$ cat config.mk
export PLATFORM = sky130hd
export DESIGN_NAME = lcd_bus_arbiter
export DESIGN_NICKNAME = d
export VERILOG_FILES = /design/src/rtl/lcd_bus_arbiter.sv
export SDC_FILE = /design/constraint.sdc
export NUM_CORES = 1
export LEC_CHECK = 0
export CORE_AREA = 3 3 87 89
export DETAILED_ROUTE_END_ITERATION = 12
export DIE_AREA = 0 0 90 92
export PLACE_DENSITY = 0.5
export SYNTH_ARGS = -nofsm -noshare
export SYNTH_HDL_FRONTEND = slang
export SYNTH_SLANG_ARGS = --single-unit
$ cat constraint.sdc
create_clock -name clk -period 4.5 [get_ports clk]
set_input_delay 1.125 -clock clk [delete_from_list [all_inputs] [get_ports clk]]
set_output_delay 1.125 -clock clk [all_outputs]
set_load 0.02 [all_outputs]
$ cat src/rtl/lcd_bus_arbiter.sv
// lcd_bus_arbiter: shares one HD44780 character-LCD write bus between two
// requesters. Round-robin arbitration with a per-requester burst lock, plus
// LCD_EN strobe timing (setup, enable-high, hold) with an extended hold after
// clear/home commands.
`timescale 1ns/1ps
module lcd_bus_arbiter #(
    parameter int SETUP_CYC     = 3,
    parameter int EN_HIGH_CYC   = 25,
    parameter int HOLD_CYC      = 2500,
    parameter int LONG_HOLD_CYC = 82000,
    parameter int CNT_W         = 17
) (
    input  logic        clk,
    input  logic        rst,
    input  logic [1:0]  req,
    input  logic [1:0]  req_rs,
    input  logic [15:0] req_data,
    input  logic [1:0]  req_last,
    output logic [1:0]  grant,
    output logic [1:0]  ack,
    output logic        busy,
    output logic        lcd_en,
    output logic        lcd_rs,
    output logic        lcd_rw,
    output logic [7:0]  lcd_data
);

    typedef enum logic [2:0] {
        IDLE  = 3'd0,
        SETUP = 3'd1,
        EN_HI = 3'd2,
        WAIT  = 3'd3,
        DONE  = 3'd4
    } state_t;

    // Counter reload values; each phase counts down to zero inclusive.
    localparam logic [CNT_W-1:0] SETUP_LOAD = CNT_W'(SETUP_CYC - 1);
    localparam logic [CNT_W-1:0] EN_LOAD    = CNT_W'(EN_HIGH_CYC - 1);
    localparam logic [CNT_W-1:0] HOLD_LOAD  = CNT_W'(HOLD_CYC - 1);
    localparam logic [CNT_W-1:0] LONG_LOAD  = CNT_W'(LONG_HOLD_CYC - 1);

    state_t           state_reg, state_next;
    logic [CNT_W-1:0] cnt_reg, cnt_next;
    logic             owner_reg, owner_next;         // current / lock owner
    logic             locked_reg, locked_next;
    logic             last_served_reg, last_served_next;
    logic             last_flag_reg, last_flag_next; // latched req_last
    logic             rs_reg, rs_next;
    logic [7:0]       data_reg, data_next;

    // Per-requester data bytes unpacked for indexed selection.
    logic [7:0] req_byte [2];

    genvar gi;
    generate
        for (gi = 0; gi < 2; gi++) begin : g_req
            assign req_byte[gi] = req_data[gi*8 +: 8];
            // Owner decode: the bus belongs to owner_reg while a transfer is
            // in flight or while a burst lock is held between bytes.
            assign grant[gi] = ((state_reg != IDLE) || locked_reg) && (owner_reg == 1'(gi));
            assign ack[gi]   = (state_reg == DONE) && (owner_reg == 1'(gi));
        end
    endgenerate

    assign busy     = (state_reg != IDLE);
    assign lcd_en   = (state_reg == EN_HI);
    assign lcd_rs   = rs_reg;
    assign lcd_data = data_reg;
    assign lcd_rw   = 1'b0;

    // Clear (0x01) and return-home (0x02/0x03) need the long settle time.
    logic long_cmd;
    assign long_cmd = !rs_reg && ((data_reg == 8'h01) || (data_reg == 8'h02) || (data_reg == 8'h03));

    // Candidate selection: lock owner only, else round-robin on ties.
    logic cand_valid;
    logic cand_id;
    always_comb begin
        cand_valid = 1'b0;
        cand_id    = 1'b0;
        if (locked_reg) begin
            cand_valid = req[owner_reg];
            cand_id    = owner_reg;
        end else if (req == 2'b11) begin
            cand_valid = 1'b1;
            cand_id    = ~last_served_reg;
        end else if (req[0]) begin
            cand_valid = 1'b1;
            cand_id    = 1'b0;
        end else if (req[1]) begin
            cand_valid = 1'b1;
            cand_id    = 1'b1;
        end
    end

    // Next-state logic: accept in IDLE, then time the EN strobe phases.
    always_comb begin
        state_next       = state_reg;
        cnt_next         = cnt_reg;
        owner_next       = owner_reg;
        locked_next      = locked_reg;
        last_served_next = last_served_reg;
        last_flag_next   = last_flag_reg;
        rs_next          = rs_reg;
        data_next        = data_reg;
        case (state_reg)
            IDLE: begin
                if (cand_valid) begin
                    owner_next     = cand_id;
                    rs_next        = req_rs[cand_id];
                    data_next      = req_byte[cand_id];
                    last_flag_next = req_last[cand_id];
                    cnt_next       = SETUP_LOAD;
                    state_next     = SETUP;
                end
            end
            SETUP: begin
                if (cnt_reg == '0) begin
                    cnt_next   = EN_LOAD;
                    state_next = EN_HI;
                end else begin
                    cnt_next = cnt_reg - CNT_W'(1);
                end
            end
            EN_HI: begin
                if (cnt_reg == '0) begin
                    cnt_next   = long_cmd ? LONG_LOAD : HOLD_LOAD;
                    state_next = WAIT;
                end else begin
                    cnt_next = cnt_reg - CNT_W'(1);
                end
            end
            WAIT: begin
                if (cnt_reg == '0) begin
                    state_next = DONE;
                end else begin
                    cnt_next = cnt_reg - CNT_W'(1);
                end
            end
            DONE: begin
                if (last_flag_reg) begin
                    locked_next      = 1'b0;
                    last_served_next = owner_reg;
                end else begin
                    locked_next = 1'b1;
                end
                state_next = IDLE;
            end
            default: begin
                state_next = IDLE;
            end
        endcase
    end

    // State register; reset abandons any transfer in flight.
    always_ff @(posedge clk or posedge rst) begin
        if (rst) begin
            state_reg       <= IDLE;
            cnt_reg         <= '0;
            owner_reg       <= 1'b0;
            locked_reg      <= 1'b0;
            last_served_reg <= 1'b1;
            last_flag_reg   <= 1'b0;
            rs_reg          <= 1'b0;
            data_reg        <= 8'h00;
        end else begin
            state_reg       <= state_next;
            cnt_reg         <= cnt_next;
            owner_reg       <= owner_next;
            locked_reg      <= locked_next;
            last_served_reg <= last_served_next;
            last_flag_reg   <= last_flag_next;
            rs_reg          <= rs_next;
            data_reg        <= data_next;
        end
    end

endmodule

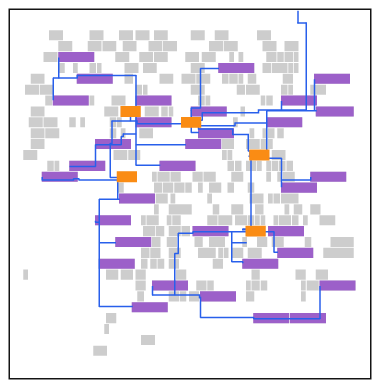
**Above:** clock network drawn from the DEF.
(4 px per um)
clock drivers -> orange  # count 5
clock wires -> blue  # length 536 um
flip-flops -> purple  # count 33
routed clock nets = 6

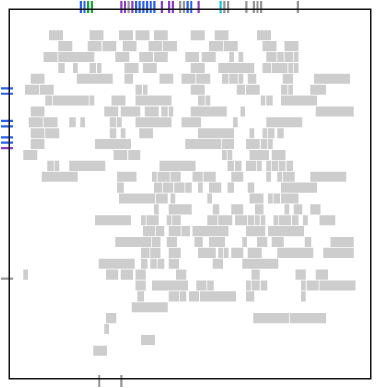
**Above:** pin placement.
(4 px per um) Pins as bars across the die edge, other pins in grey.
`busy` -> cyan  # pins 1, direction output, edge top
`lcd_data` -> purple  # pins 8, direction output, edge 7 top, 1 left
`req_rs` -> green  # pins 2, direction input, edge top
`req_data` -> blue  # pins 16, direction input, edge 10 top, 6 left

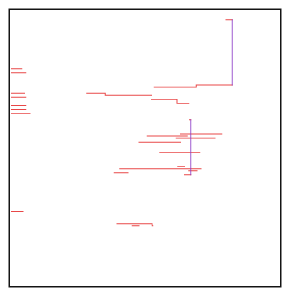
**Above:** routed metal, one colour a layer.
(3 px per um) Two of the layers only.
metal 3 -> red  # wire length 223 um
metal 4 -> purple  # wire length 40.1 um

==> flow_summary.yaml <==
# flow metrics
synthesis:
  synth_top_area_share: 0.406
  simple_gate_area_frac: 0.228
  ys_sh_aoi: 0.219
  avgSynthCellArea_um2: 9.26
  synth_top_cell_by_area: "dfrtp_1"
  xor_area_frac: 0.0178
  ff_type: "dfrtp_1"
  synth.area.top_cells: "dfrtp_1 (41%), mux2i_1 (5.6%), nand2_1 (4.8%)"
  edf_count: 0
  ys.warnings.count: 0
  ys_cells: 213
  mux_share: 0.0672
  top_cell: "dfrtp_1"
  logic_family: "simple AND/OR/NAND/NOR gates"
  ys_seq_share: 0.419
  syn-num-nets: 238
power:
  p_comb_frac: 0.100
  intPower_mw: 0.443
  seqPwrFrac: 0.524
  p_total_mw: 0.582
  leakage_nw: 1.00
  p_per_area_nw_per_um2: 231
  clock_power_mw: 0.219
  ir_drop_v: 0.000112
  clockPowerShare: 0.376
  switchingPower_mw: 0.140
worst_setup_path:
  worst_ep_arrival_time_ns: 2.07
  slowest_stage: "clkdlybuf4s50_1"
  worstPathMaxFanout: 11
  ff2ff_setup_slack_ns: 1.86
  worstRegToRegCells: 5
  critical_path.max_stage_delay_ns: 0.54
  endpoint_kind: "output port"
  rr_endpoint: "cnt_reg[5]"
route:
  ant_nets: 0
  drcViolationCount: 0
  wl_met3_um: 223
  drtIter0Drc: 110
  wl_met1_um: 2500
  drt-wirelength-per-cell_um: 15.2
job:
  stage_log_warnings: 26
clock_tree:
  cts_resized: 0
  post_cts_buffers: 0
  cts_made_buffers: 5
  clock_sinks: 33
  clk_pin_slew_ns: 0.07
global_route:
  grt_pass1_vias: 1669
  gr-usage-met3: 0.0230
  grt-busiest-layer: "met2"
  grt_start_max_net_pins: 34
timing:
  fin_tns_setup_ns: 0
  rsz0062_at_grt: "false"
  slew-limit-headroom: 0.421
  drv_slew: 0
  fin_ws_ns: 1.31
  max_freq_mhz: 313
cells_and_area:
  final_cell_mix: "clkdlybuf4s50_1 (38), dfrtp_1 (32), nand2_1 (25), o21ai_0 (15), nor2_1 (14)"
  comb_area_um2: 1070
  regArea_um2: 827
  signal_buffers: 40
  clkbuf_count: 7
  diodes: 0
  design_area_um2: 2520
  flop-count: 33
  fillers: 721
status:
  outcome: "finished clean"
hold_path:
  min_path_type: "flip-flop to flip-flop"
die:
  taps: 96
  dieArea_um2: 8280
placed_design:
  gp_congestion: 0.783
No activity file was given, so power comes from the tool's default toggle rates.
